$ cat src/rtl/return_address_stack.sv
// rtl/return_address_stack.sv - circular return-address predictor, push-on-full wraps when RAS_OVERFLOW_WRAP_EN is defined
module return_address_stack #(
    parameter int DEPTH = 8
) (
    input  logic                     clk,
    input  logic                     rst_n,
    input  logic                     fetch_is_ret,
    input  logic                     exe_valid,
    input  logic [6:0]               exe_opcode,
    input  logic [4:0]               exe_rd,
    input  logic [4:0]               exe_rs1,
    input  logic [31:0]              exe_pc,
    input  logic                     flush,
    output logic [31:0]              ret_PC,
    output logic                     ret_hit,
    output logic                     empty,
    output logic                     full,
    output logic [$clog2(DEPTH):0]   count
);

    localparam int PW = $clog2(DEPTH);
    localparam int CW = PW + 1;

    localparam logic [6:0] OP_JAL  = 7'b1101111;
    localparam logic [6:0] OP_JALR = 7'b1100111;

    logic [PW-1:0] tp_q, tp_d, tp_inc;
    logic [CW-1:0] count_q, count_d;
    logic [31:0]   entry_q [DEPTH];

    logic          wr_en;
    logic [PW-1:0] wr_idx;
    logic [31:0]   wr_val;

    logic rd_link, rs1_link, is_jal, is_jalr;
    logic do_push, do_pop, do_swap;
    logic empty_w, full_w;

    assign rd_link  = (exe_rd == 5'd1) || (exe_rd == 5'd5);
    assign rs1_link = (exe_rs1 == 5'd1) || (exe_rs1 == 5'd5);
    assign is_jal   = (exe_opcode == OP_JAL);
    assign is_jalr  = (exe_opcode == OP_JALR);

    assign do_push = exe_valid && ((is_jal && rd_link) ||
                     (is_jalr && rd_link && (!rs1_link || (exe_rd == exe_rs1))));
    assign do_pop  = exe_valid && is_jalr && !rd_link && rs1_link;
    assign do_swap = exe_valid && is_jalr && rd_link && rs1_link && (exe_rd != exe_rs1);

    assign empty_w = (count_q == '0);
    assign full_w  = (count_q == CW'(DEPTH));
    assign tp_inc  = tp_q + PW'(1);

    always_comb begin
        tp_d    = tp_q;
        count_d = count_q;
        wr_en   = 1'b0;
        wr_idx  = tp_q;
        wr_val  = exe_pc + 32'd4;
        if (flush) begin
            tp_d    = '0;
            count_d = '0;
        end else if (do_pop) begin
            if (!empty_w) begin
                tp_d    = tp_q - PW'(1);
                count_d = count_q - CW'(1);
            end
        end else if (do_swap && !empty_w) begin
            // coroutine swap: replace the top in place
            wr_en = 1'b1;
        end else if (do_push || do_swap) begin
            if (!full_w) begin
                wr_en   = 1'b1;
                wr_idx  = tp_inc;
                tp_d    = tp_inc;
                count_d = count_q + CW'(1);
            end
`ifdef RAS_OVERFLOW_WRAP_EN
            else begin
                // slot tp+1 holds the oldest entry once full
                wr_en  = 1'b1;
                wr_idx = tp_inc;
                tp_d   = tp_inc;
            end
`endif
        end
    end

    always_ff @(posedge clk) begin
        if (!rst_n) begin
            tp_q    <= '0;
            count_q <= '0;
            for (int i = 0; i < DEPTH; i++) begin
                entry_q[i] <= '0;
            end
        end else begin
            tp_q    <= tp_d;
            count_q <= count_d;
            if (wr_en) begin
                entry_q[wr_idx] <= wr_val;
            end
        end
    end

    assign empty   = empty_w;
    assign full    = full_w;
    assign count   = count_q;
    assign ret_hit = fetch_is_ret && !empty_w;
    assign ret_PC  = ret_hit ? entry_q[tp_q] : 32'd0;

endmodule

$ cat config.mk
export PLATFORM = sky130hd
export DESIGN_NAME = return_address_stack
export DESIGN_NICKNAME = d
export VERILOG_FILES = /design/src/rtl/return_address_stack.sv
export SDC_FILE = /design/constraint.sdc
export NUM_CORES = 1
export LEC_CHECK = 0
export CORE_ASPECT_RATIO = 1.1
export CORE_UTILIZATION = 40
export DETAILED_ROUTE_END_ITERATION = 16
export GPL_ROUTABILITY_DRIVEN = 0
export GPL_TIMING_DRIVEN = 0
export HOLD_SLACK_MARGIN = 0.02
export PLACE_DENSITY_LB_ADDON = 0.12
export SLEW_MARGIN = 20
export SYNTH_ARGS = -nofsm -noshare
export SYNTH_HDL_FRONTEND = slang
export SYNTH_SLANG_ARGS = --single-unit
$ cat constraint.sdc
create_clock -name clk -period 10.7 [get_ports clk]
set_input_delay 2.14 -clock clk [delete_from_list [all_inputs] [get_ports clk]]
set_output_delay 2.14 -clock clk [all_outputs]
set_load 0.005 [all_outputs]
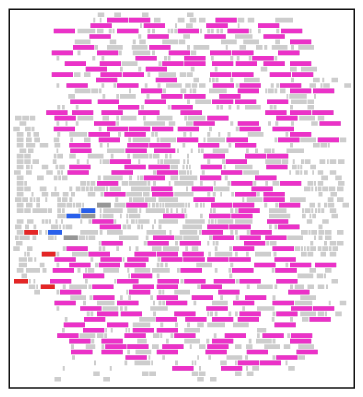
(run_1/flops_by_reg.png)
Scale: 2 px per um. Other sequential cells in the stronger grey, the rest of the logic in the fainter grey.
Key: magenta = `entry_q` [placed flops 256]; red = `count` [placed flops 4]; blue = `tp_q` [placed flops 3]
sequential share of cell area: 0.508
power attributed to sequential cells: 1.18 mW
Post-Route Utilization: 0.496
Seq. cell area: 0.00789 sq mm

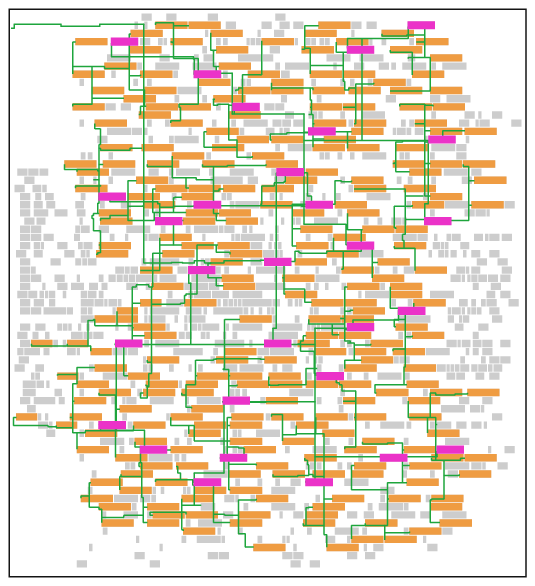
(run_1/clk_routes.png)
Scale: 3 px per um.
Key: orange = flip-flops [count 266]; magenta = clock drivers [count 29]; green = clock wires [length 3470 um]
Position of the flops: all over the die. There are 30 routed clock nets.
reported clock group power: 0.986 mW
clock network power share: 0.431
insertion delay at the late pin of the worst-skew pair: 540 ps
worst setup skew after layout: 5.82 ps

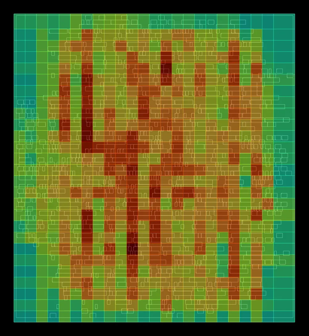
(run_1/congestion.png)
busiest metal layer after global routing: met2
global-route usage over all layers: 0.243
fraction of met2 tracks used by global routing: 0.401

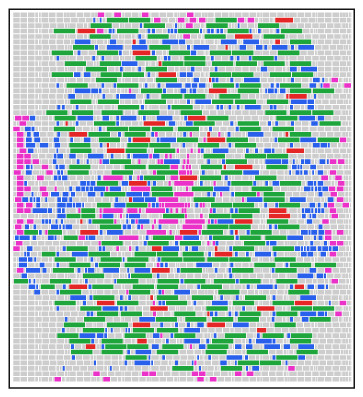
(run_1/placement_by_type.png)
Scale: 2 px per um. Fill, decap, tap and diode cells in grey.
Key: magenta = other buffers and delay cells [cells 185, share of their area 11%]; blue = combinational and other logic [cells 558, share of their area 30%]; green = flops [cells 266, share of their area 53%]; red = clock drivers and dummy loads [cells 53, share of their area 6.2%]
area of the placeable core: 0.0313 sq mm
post-route cell area: 0.0155 sq mm
Std-Cell Rows: 68

==> run summary, run 1 <==
Here are the numbers from the latest Yosys + OpenROAD run.

The number of cells traversed by the worst hold path is 2. The register-to-register setup slack came out at 6520 ps. The post-placement cell area is 0.0146 sq mm. The initial antenna violation count is 0. The multi-input gate share of total cell area is 0.290. Of all the cell area in the finished design, the clock network holds 0.0601. Setup repair after global routing left no endpoint under its margin. The final setup slack of the worst path came out at 4110 ps. The part of the total power dissipated in combinational logic came out at 0.054. For the final routed database, the setup TNS stands at 0 ps. The final timing report lists a hold violation count of 0.

The post-CTS hold buffer count recorded in the log is 0. The fraction of power spent switching nets came out at 0.214. Sorting the synthesized cells by how often they occur yields 256 x edfxtp_1, 226 x nor3_1, 64 x mux4_2. The number of cells on the worst reg-to-reg path came out at 9.

Per report_power, the Combinational row totals 0.123 mW. The leading area contributor after synthesis is edfxtp_1. The critical path's largest stage delay came out at 660 ps. The TritonCTS sink count came out at 266.

The tree is rooted in a clkbuf_16. The remaining design rule violation count is 0. The number of nets still failing antenna checks after routing came out at 0. The static leakage is 4.72 nW. The mux contribution to synthesized area came out at 0.141.

The routed design uses 18.8 mm of met2 wire. The internal power summed over all cells came out at 1.80 mW. The total CTS buffers came out at 29. After detailed placement, the design holds a cell count of 1429. OpenSTA lists the critical path startpoint as fetch_is_ret. The final wirelength is 38.2 mm. The total of max-cap violations came out at 0. The number of warnings reported in the yosys synthesis log is 0. The tally of buffers added on design ports came out at 92. The arithmetic-cell share of the synthesized area counting full adders, half adders and majority gates came out at 0.00652. The startpoint type of the worst setup path is an input pin. The peak supply drop came out at 0.102 mV. The number of gates on the worst path with buffers counted came out at 6. The dominant kind of combinational cell is simple AND/OR/NAND/NOR gates.

The endpoint identified for the worst register-to-register timing path is entry_q[2][14]. The number of distinct library cells after synthesis came out at 50. The fraction of synthesis flops using an asynchronous set or reset pin came out at 0. The detail-routed net length per standard cell came out at 25.7 um.

The clock-pin slew on the worst setup and hold paths is 60 ps. Per the post-synthesis report, the nets total 963. The layout has 2824 filler cells.

The kind of cell adding the most delay to the critical path is buffers and inverters. The post-place setup slack is 4180 ps. Yosys reports a chip area of 0.0127 sq mm. The cell sequence reported for the critical path is clkdlybuf4s50_1 -> nand2b_1 -> clkbuf_1 -> clkbuf_1 -> nor2_1 -> clkdlybuf4s50_1. The number of ports placed on the die boundary came out at 93.

The biggest slice of the total power is consumed by registers. The aoi/oai-family share of the synthesized area came out at 0.0146. The non-clock buffer total of the final layout came out at 185.

The fraction of the mapped netlist area in simple logic gates came out at 0.160. The number of antenna cells inserted came out at 0. In the layout the tool counted multi-input logic cells amounting to 548. In this run, synthesis inferred 256 flip-flops with an integrated enable. The final count of negative-setup-slack endpoints is 0.

The number of tapcells came out at 420. The post-layout instance count excluding filler cells is 1482. The most area-hungry cell class in the final design is sequential cells. In this run the number of H-tree levels came out at 1. From left edge to right edge, the die measures 172 um.

Global routing finished with a remaining overflow of 0. The number of slew-limit violations in the final report came out at 0. For met3 alone, demand over resource in global routing was 0.0365. The most common cell in the synthesized netlist is edfxtp_1.

Per the timing report, the most critical flop-to-flop path originates at count[0]. The number of buffer and inverter instances along the worst setup path came out at 4. Synthesis produced a netlist whose cell count is 903. The share of the yosys chip area belonging to registers is 0.622. Relative to the synthesized area, the layout overhead comes to 22.4%.

The non-clock inverter count in the final layout came out at 10. The flow ran to the end, and the final reports show no timing, DRC or antenna violations. The critical path arrival came out at 4450 ps.
--- run 2 (diff from run 1) ---
==> constraint.sdc (replaced) <==
create_clock -name clk -period 6.4 [get_ports clk]
set_input_delay 1.28 -clock clk [delete_from_list [all_inputs] [get_ports clk]]
set_output_delay 1.28 -clock clk [all_outputs]
set_load 0.005 [all_outputs]
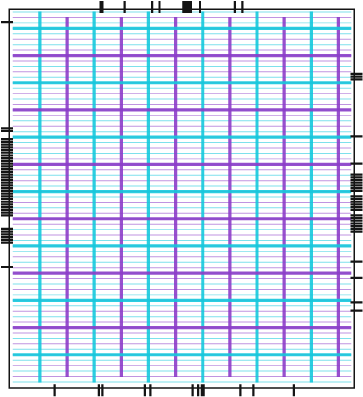
(run_2/power_grid.png)
Scale: 2 px per um. Pins as bars on the die edge.
Key: cyan = VSS; purple = VDD
The core has 68 rows. 93 signal pins sit on the boundary. 13 straps on met5.
VDD IR max: 0.170 mV
Die Ht: 189 um
die width: 172 um

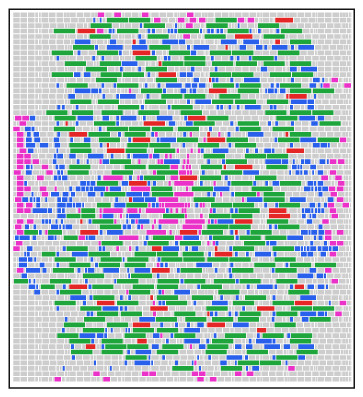
(run_2/placement_by_type.png)
Scale: 2 px per um. Fill, decap, tap and diode cells in grey.
Key: green = flops [cells 266, share of their area 53%]; magenta = other buffers and delay cells [cells 185, share of their area 11%]; red = clock drivers and dummy loads [cells 53, share of their area 6.2%]; blue = combinational and other logic [cells 558, share of their area 30%]

==> run 2 against run 1 <==
Effect of this change: die size stayed put; non-clock buffer count did not move; register-to-register slack lost 4300 ps; core utilization is the same; hold slack unchanged; power increased by 67%; sequential power up 67%.
==> run summary, run 2 <==
Here are the numbers from the latest Yosys + OpenROAD run.

The number of buffer and inverter instances along the worst setup path is 3 (-1). The global route total overflow is 0 (unchanged). The clock distribution area overhead in the final layout came to 0.0601 (unchanged). The non-clock buffer total of the final layout came out at 185 (unchanged). STA classifies the critical path endpoint as a primary output. The non-clock inverter count in the final layout came out at 10 (unchanged). The final count of negative-setup-slack endpoints is 0 (unchanged).

The number of antenna cells inserted came to 0 (unchanged). The post-place setup slack is 948 ps (-3240 ps). Grouping stages by cell kind, the critical path spends the most delay in buffers and inverters. The largest cell class by area is sequential cells.

The worst clock skew on the final layout is 5.82 ps (unchanged). The detail-routed net length per standard cell came out at 25.7 um (unchanged). The initial antenna violation count came out at 0 (unchanged). The fraction of synthesis flops using an asynchronous set or reset pin was 0 (unchanged). The number of cells traversed by the worst hold path came to 2 (unchanged). The static leakage is 4.72 nW (about the same). The worst setup path is launched from a flip-flop.

The shortest period the worst path allows is 4970 ps. The post-layout instance count excluding filler cells is 1482 (unchanged). The register-to-register setup slack came out at 2220 ps (-4300 ps). The layout filler cell count was 2824 (unchanged). The total cell area reported by yosys after synthesis came out at 0.0127 sq mm (unchanged). The combinational-cell power consumption came out at 0.205 mW (+67%). The number of instances in the placed design came out at 1429 (unchanged).

The fraction of power spent switching nets is 0.214 (about the same). The number of flops mapped to enable cells by yosys is 256 (unchanged). The clock latency at the later pin of the worst-skew pair came to 540 ps (about the same). The share of cell area taken by flip-flops and latches came out at 0.508 (unchanged). The number of tapcells is 420 (unchanged). The number of ports placed on the die boundary is 93 (unchanged).

The total CTS buffers was 29 (unchanged). The final wirelength came to 38.2 mm (unchanged). The number of cells on the worst reg-to-reg path came out at 9 (unchanged). The final setup slack of the worst path is 1430 ps (-2680 ps). The setup TNS after final layout was 0 ps (unchanged). The fraction of met3 tracks used by global routing came out at 0.0365 (unchanged). The total non-filler cell area in the finished layout is 0.0155 sq mm (unchanged). The mux contribution to synthesized area is 0.141 (unchanged).

Traced cell by cell, the critical path runs through clkbuf_1 -> buf_1 -> mux4_2 -> mux2i_1 -> nor2_1 -> clkdlybuf4s50_1. The part of the total power dissipated in combinational logic came to 0.054 (about the same). For the worst reg-to-reg path, the startpoint reported by OpenROAD is count[0].

The fraction of the core area covered by cells at the end of the flow is 0.496 (unchanged). The fraction of the mapped netlist area in simple logic gates came out at 0.160 (unchanged). The power drawn by the sequential cells is 1.97 mW (+67%). The end of the worst register-to-register path is entry_q[2][14]. Setup repair after global routing left no endpoint under its margin.

The post-synth net total came out at 963 (unchanged). The global-route met2 utilization is 0.401 (unchanged). The number of slew-limit violations in the final report came out at 0 (unchanged). The count of multi-input combinational gates was 548 (unchanged). The hold buffer count at CTS is 0 (unchanged).

Per the GRT log, the top usage layer is met2. The post-layout period usage of the worst path came out at 0.776. The global-route usage over all layers was 0.243 (unchanged). The area growth from synthesis to layout was 22.4% (unchanged). The detailed-routed wire length on met2 came out at 18.8 mm (unchanged). The remaining design rule violation count came out at 0 (unchanged).

The number of warnings reported in the yosys synthesis log is 0 (unchanged). The hold violation count in the final report came out at 0 (unchanged). The cell sitting at the root of the clock tree is a clkbuf_16. The number of nets still failing antenna checks after routing came out at 0 (unchanged).

The arithmetic-cell share of the synthesized area counting full adders, half adders and majority gates came to 0.00652 (unchanged). The flow ran to the end, and the final reports show no timing, DRC or antenna violations. The multi-input gate share of total cell area came out at 0.290 (unchanged). The critical path's largest stage delay is 810 ps (+150 ps). The internal power summed over all cells came out at 3.01 mW (+67%). The tally of buffers added on design ports came out at 92 (unchanged). The sequential cell area in the final layout is 0.00789 sq mm (unchanged).

The number of gates on the worst path with buffers counted is 6 (unchanged). The cell count after synthesis is 903 (unchanged). In the power breakdown, the biggest contributor is registers. Yosys reports that the most numerous cell types are 256 x edfxtp_1, 226 x nor3_1, 64 x mux4_2. The leading area contributor after synthesis is edfxtp_1. The critical path arrival came out at 3690 ps (-760 ps). The share of the yosys chip area belonging to registers is 0.622 (unchanged).

For hold timing, the worst endpoint is count[3].
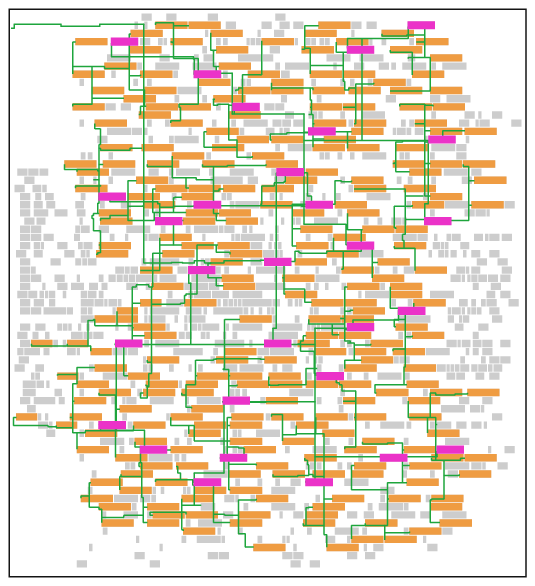
(run_2/clk_routes.png)
Scale: 3 px per um.
Key: magenta = clock drivers [count 29]; green = clock wires [length 3470 um]; orange = flip-flops [count 266]
Position of the flops: all over the die.
reported clock group power: 1.65 mW

Power figures rest on the tool's default switching activity, not on a simulated workload.
